Cells coloured by class:
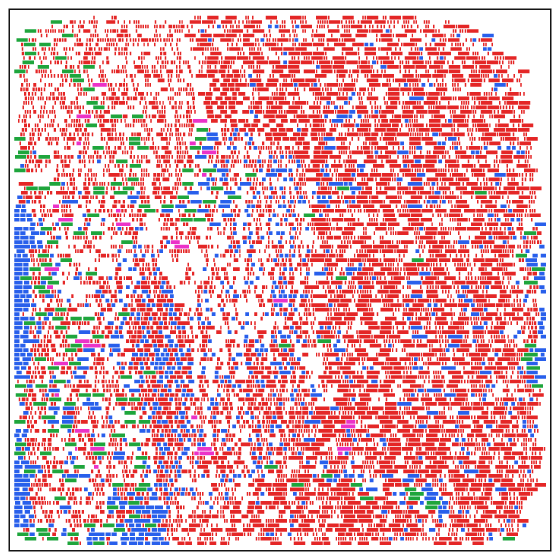
Clock nets:
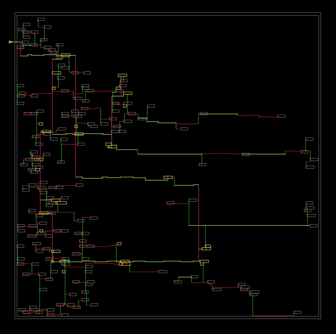
## config.mk

```make
export PLATFORM = sky130hd
export DESIGN_NAME = exe_muldiv
export DESIGN_NICKNAME = d
export VERILOG_FILES = /design/src/rtl/exe_muldiv.sv
export SDC_FILE = /design/constraint.sdc
export NUM_CORES = 2
export LEC_CHECK = 0
export ABC_AREA = 1
export CAP_MARGIN = 40
export CORE_MARGIN = 2
export CORE_UTILIZATION = 50
export CTS_CLUSTER_SIZE = 20
export DETAILED_ROUTE_END_ITERATION = 10
export PLACE_DENSITY_LB_ADDON = 0.15
export SLEW_MARGIN = 20
export SYNTH_ARGS = -nofsm -noshare
export SYNTH_HDL_FRONTEND = slang
export SYNTH_SLANG_ARGS = --single-unit
```

## constraint.sdc

```tcl
create_clock -name cpu_clk_50M -period 6.87 [get_ports cpu_clk_50M]
set_input_delay 1.7175 -clock cpu_clk_50M [delete_from_list [all_inputs] [get_ports cpu_clk_50M]]
set_output_delay 1.7175 -clock cpu_clk_50M [all_outputs]
set_load 0.1 [all_outputs]
```

## src/rtl/exe_muldiv.sv

```systemverilog
// EXE-stage multiply/divide unit: single-cycle MULT/MULTU and a restoring DIV/DIVU.
// Holds the pipeline through a stall while busy; the {hi, lo} result feeds the HI/LO write path.
module exe_muldiv #(
    parameter int DATA_W    = 32,
    parameter int DIV_ITERS = 32
) (
    input  logic              cpu_clk_50M,
    input  logic              cpu_rst_n,
    input  logic              exe_i_md_start,
    input  logic [1:0]        exe_i_md_op,
    input  logic [DATA_W-1:0] exe_i_src1,
    input  logic [DATA_W-1:0] exe_i_src2,
    input  logic              exe_i_flush,
    output logic              exe_o_md_stall,
    output logic              exe_o_md_done,
    output logic [DATA_W-1:0] exe_o_hi,
    output logic [DATA_W-1:0] exe_o_lo
);

    localparam int CNT_W = (DIV_ITERS > 1) ? $clog2(DIV_ITERS) : 1;

    typedef enum logic [1:0] {
        IDLE = 2'd0,
        MUL  = 2'd1,
        DIV  = 2'd2,
        DONE = 2'd3
    } state_t;

    state_t              state_reg;
    logic [CNT_W-1:0]    cnt_reg;
    logic [DATA_W-1:0]   op_a_reg;     // multiplicand, or dividend shifting into quotient
    logic [DATA_W-1:0]   op_b_reg;     // multiplier or divisor
    logic [DATA_W-1:0]   rem_reg;
    logic                sign_reg;     // product / quotient sign
    logic                rsign_reg;    // remainder sign follows the dividend
    logic                done_reg;
    logic [DATA_W-1:0]   hi_reg;
    logic [DATA_W-1:0]   lo_reg;

    logic                src1_neg;
    logic                src2_neg;
    logic [DATA_W-1:0]   src1_mag;
    logic [DATA_W-1:0]   src2_mag;
    logic [2*DATA_W-1:0] prod_mag;
    logic [2*DATA_W-1:0] prod_res;
    logic [DATA_W:0]     rem_shift;
    logic [DATA_W:0]     rem_sub;
    logic                q_bit;
    logic [DATA_W-1:0]   rem_next;
    logic [DATA_W-1:0]   quo_next;
    logic [DATA_W-1:0]   quo_fix;
    logic [DATA_W-1:0]   rem_fix;
    logic                last_step;

    // op[0]==0 selects the signed variants (MULT, DIV)
    assign src1_neg = exe_i_src1[DATA_W-1] & ~exe_i_md_op[0];
    assign src2_neg = exe_i_src2[DATA_W-1] & ~exe_i_md_op[0];
    assign src1_mag = src1_neg ? -exe_i_src1 : exe_i_src1;
    assign src2_mag = src2_neg ? -exe_i_src2 : exe_i_src2;

    assign prod_mag = {{DATA_W{1'b0}}, op_a_reg} * {{DATA_W{1'b0}}, op_b_reg};
    assign prod_res = sign_reg ? -prod_mag : prod_mag;

    // The shifted remainder is kept one bit wider so divisors above 2^(W-1) still compare correctly
    assign rem_shift = {rem_reg, op_a_reg[DATA_W-1]};
    assign rem_sub   = rem_shift - {1'b0, op_b_reg};
    assign q_bit     = ~rem_sub[DATA_W];
    assign rem_next  = q_bit ? rem_sub[DATA_W-1:0] : rem_shift[DATA_W-1:0];
    assign quo_next  = {op_a_reg[DATA_W-2:0], q_bit};
    assign quo_fix   = sign_reg  ? -quo_next : quo_next;
    assign rem_fix   = rsign_reg ? -rem_next : rem_next;
    assign last_step = (cnt_reg == CNT_W'(DIV_ITERS - 1));

    assign exe_o_md_stall = cpu_rst_n &
                            (((state_reg == IDLE) & exe_i_md_start & ~exe_i_flush) |
                             (state_reg == MUL) | (state_reg == DIV));
    assign exe_o_md_done  = done_reg;
    assign exe_o_hi       = hi_reg;
    assign exe_o_lo       = lo_reg;

    always_ff @(posedge cpu_clk_50M) begin
        if (!cpu_rst_n) begin
            state_reg <= IDLE;
            cnt_reg   <= '0;
            op_a_reg  <= '0;
            op_b_reg  <= '0;
            rem_reg   <= '0;
            sign_reg  <= 1'b0;
            rsign_reg <= 1'b0;
            done_reg  <= 1'b0;
            hi_reg    <= '0;
            lo_reg    <= '0;
        end else begin
            done_reg <= 1'b0;
            if (exe_i_flush) begin
                state_reg <= IDLE;
            end else begin
                case (state_reg)
                    IDLE: begin
                        if (exe_i_md_start) begin
                            if (!exe_i_md_op[1]) begin
                                op_a_reg  <= src1_mag;
                                op_b_reg  <= src2_mag;
                                sign_reg  <= src1_neg ^ src2_neg;
                                state_reg <= MUL;
                            end else if (exe_i_src2 == '0) begin
                                // divide by zero short-circuits with a fixed result
                                hi_reg    <= exe_i_src1;
                                lo_reg    <= '1;
                                done_reg  <= 1'b1;
                                state_reg <= DONE;
                            end else begin
                                op_a_reg  <= src1_mag;
                                op_b_reg  <= src2_mag;
                                sign_reg  <= src1_neg ^ src2_neg;
                                rsign_reg <= src1_neg;
                                cnt_reg   <= '0;
                                rem_reg   <= '0;
                                state_reg <= DIV;
                            end
                        end
                    end
                    MUL: begin
                        {hi_reg, lo_reg} <= prod_res;
                        done_reg         <= 1'b1;
                        state_reg        <= DONE;
                    end
                    DIV: begin
                        op_a_reg <= quo_next;
                        rem_reg  <= rem_next;
                        cnt_reg  <= cnt_reg + 1'b1;
                        if (last_step) begin
                            hi_reg    <= rem_fix;
                            lo_reg    <= quo_fix;
                            done_reg  <= 1'b1;
                            state_reg <= DONE;
                        end
                    end
                    default: begin
                        state_reg <= IDLE;
                    end
                endcase
            end
        end
    end

endmodule
```

==> summary.txt <==
Post-Place Setup Slack -> -1.23 ns
Startpoint Class -> flip-flop
Ao+oa area frac -> 6.57%
XOR Share, Synth -> 1.33%
Switching portion of total power -> 53.6%
Dominant flop cell -> dfxtp_1
Placed cell area -> 0.0616 mm2
Post-layout nets -> 9780
Synth Seq Share -> 6.53%
Area share of fa/ha/maj cells after synthesis -> 41.8%
Area delta synth->final -> 28.8%
Setup TNS -> -30.55 ns
PnR worst setup slack -> -0.891 ns
Static Leak -> 38.0 nW
Routability cong. -> 1.01
Met1 Use GR -> 52.1%
Period utilisation layout -> 113%
Chip area -> 0.107 mm2
Unrepaired setup endpoints after global routing -> yes
Violated checks -> setup timing
Layout cell share with drive strength beyond 1 -> 21.4%
Htree depth -> 4
Final setup fails -> 48
Routed WL per cell -> 20.2 um
First-pass GRT wire length -> 301000 um
Count of library flops with an enable pin -> 0
Worst rel slew slack -> 37.1%
I/O Pins -> 136
Critical-path top delay cell -> fa_2
Hold Crit Class -> flip-flop to flip-flop
Top area cell types -> fa_1, nand2_1, inv_1
Worst-margin pin slew -> 0.944 ns
Dpl hpwl -> 163000 um
Async SR Flop Fraction -> 0%
Synthesized instance count -> 7823
Status -> finished, violations left
Total wire length -> 200000 um
Notes on 'cells coloured by class' above:
[blue] other buffers and delay cells | cells: 1028 | share of their area: 16%
[magenta] clock drivers and dummy loads | cells: 32 | share of their area: 0.92%
[green] flip-flops | cells: 170 | share of their area: 5.3%
[red] all other logic | cells: 7288 | share of their area: 78%
Final Instance Area: 0.0672 mm2
fin util: 64.9%
Seq/total area: 5.20%
placement row count: 118
CORE AREA: 0.103 mm2

Notes on 'clock nets' above:
Skew-Pair Late Insertion Delay: 0.55 ns
clock buffer count: 17
registers: 170
CTS sink count: 170
CTS buffer count: 17

layout make-up:
class | count | area (um2)
multi-input combinational | 5212 | 43100
fill | 9260 | 36300
timing repair buffer | 1028 | 10400
inverter | 2076 | 7810
sequential | 170 | 3490
tap | 1380 | 1730
clock buffer | 17 | 425
clock inverter | 15 | 174
power groups by stage:
stage	Sequential [mW]	Clock, mW	Combinational [mW]
after floorplan	1.13	0	4.77
after global placement	1.11	0	8.67
after detailed placement	1.11	0	8.69
after CTS	1.09	1.14	10.1
after global routing	1.10	1.17	12.6
final	1.09	1.13	11.9
worst max-delay path, delay by kind of cell (launching register included):
family          cells  cell delay [ns]
compound gates      2             0.23
fa+ha+maj           9             4.22
buf+inv            11             1.24
flops               1             0.39
simple gates       16             1.47
cells in the final DEF, fill, tap and decap left out, types with 45 or more instances in the layout:
master / netlist / layout
nand2_4: 10 / 97
dfxtp_1: 170 / 132
nor2_2: 24 / 45
nor2_1: 356 / 254
ha_1: 308 / 259
nand2_2: 25 / 207
o21ai_0: 190 / 160
buf_12: 1 / 87
buf_8: 1 / 62
fa_2: 0 / 77
inv_1: 2059 / 1970
nand2_1: 2422 / 2150
inv_2: 12 / 95
clkdlybuf4s50_1: 0 / 133
nor2_4: 5 / 86
nand4_1: 53 / 53
nand3_2: 9 / 61
xor2_1: 49 / 49
nand3_1: 298 / 231
buf_4: 1 / 651
fa_1: 897 / 820
ha_4: 0 / 49
a21oi_1: 290 / 239
buf_6: 5 / 65
metal layers:
layer	wire, um	vias up
met1	84700	25318
met2	86200	2284
li1	-	24124
met5	26	-
met3	20000	387
met4	8560	4
what timing repair did:
action	4_1_cts	5_1_grt
setup endpoints to repair	51	51
resized	465	572
cloned	5	10
hold buffers	0	0
pin swaps	180	235
buffers inserted	58	66
Power is estimated from default activity; no workload was simulated.
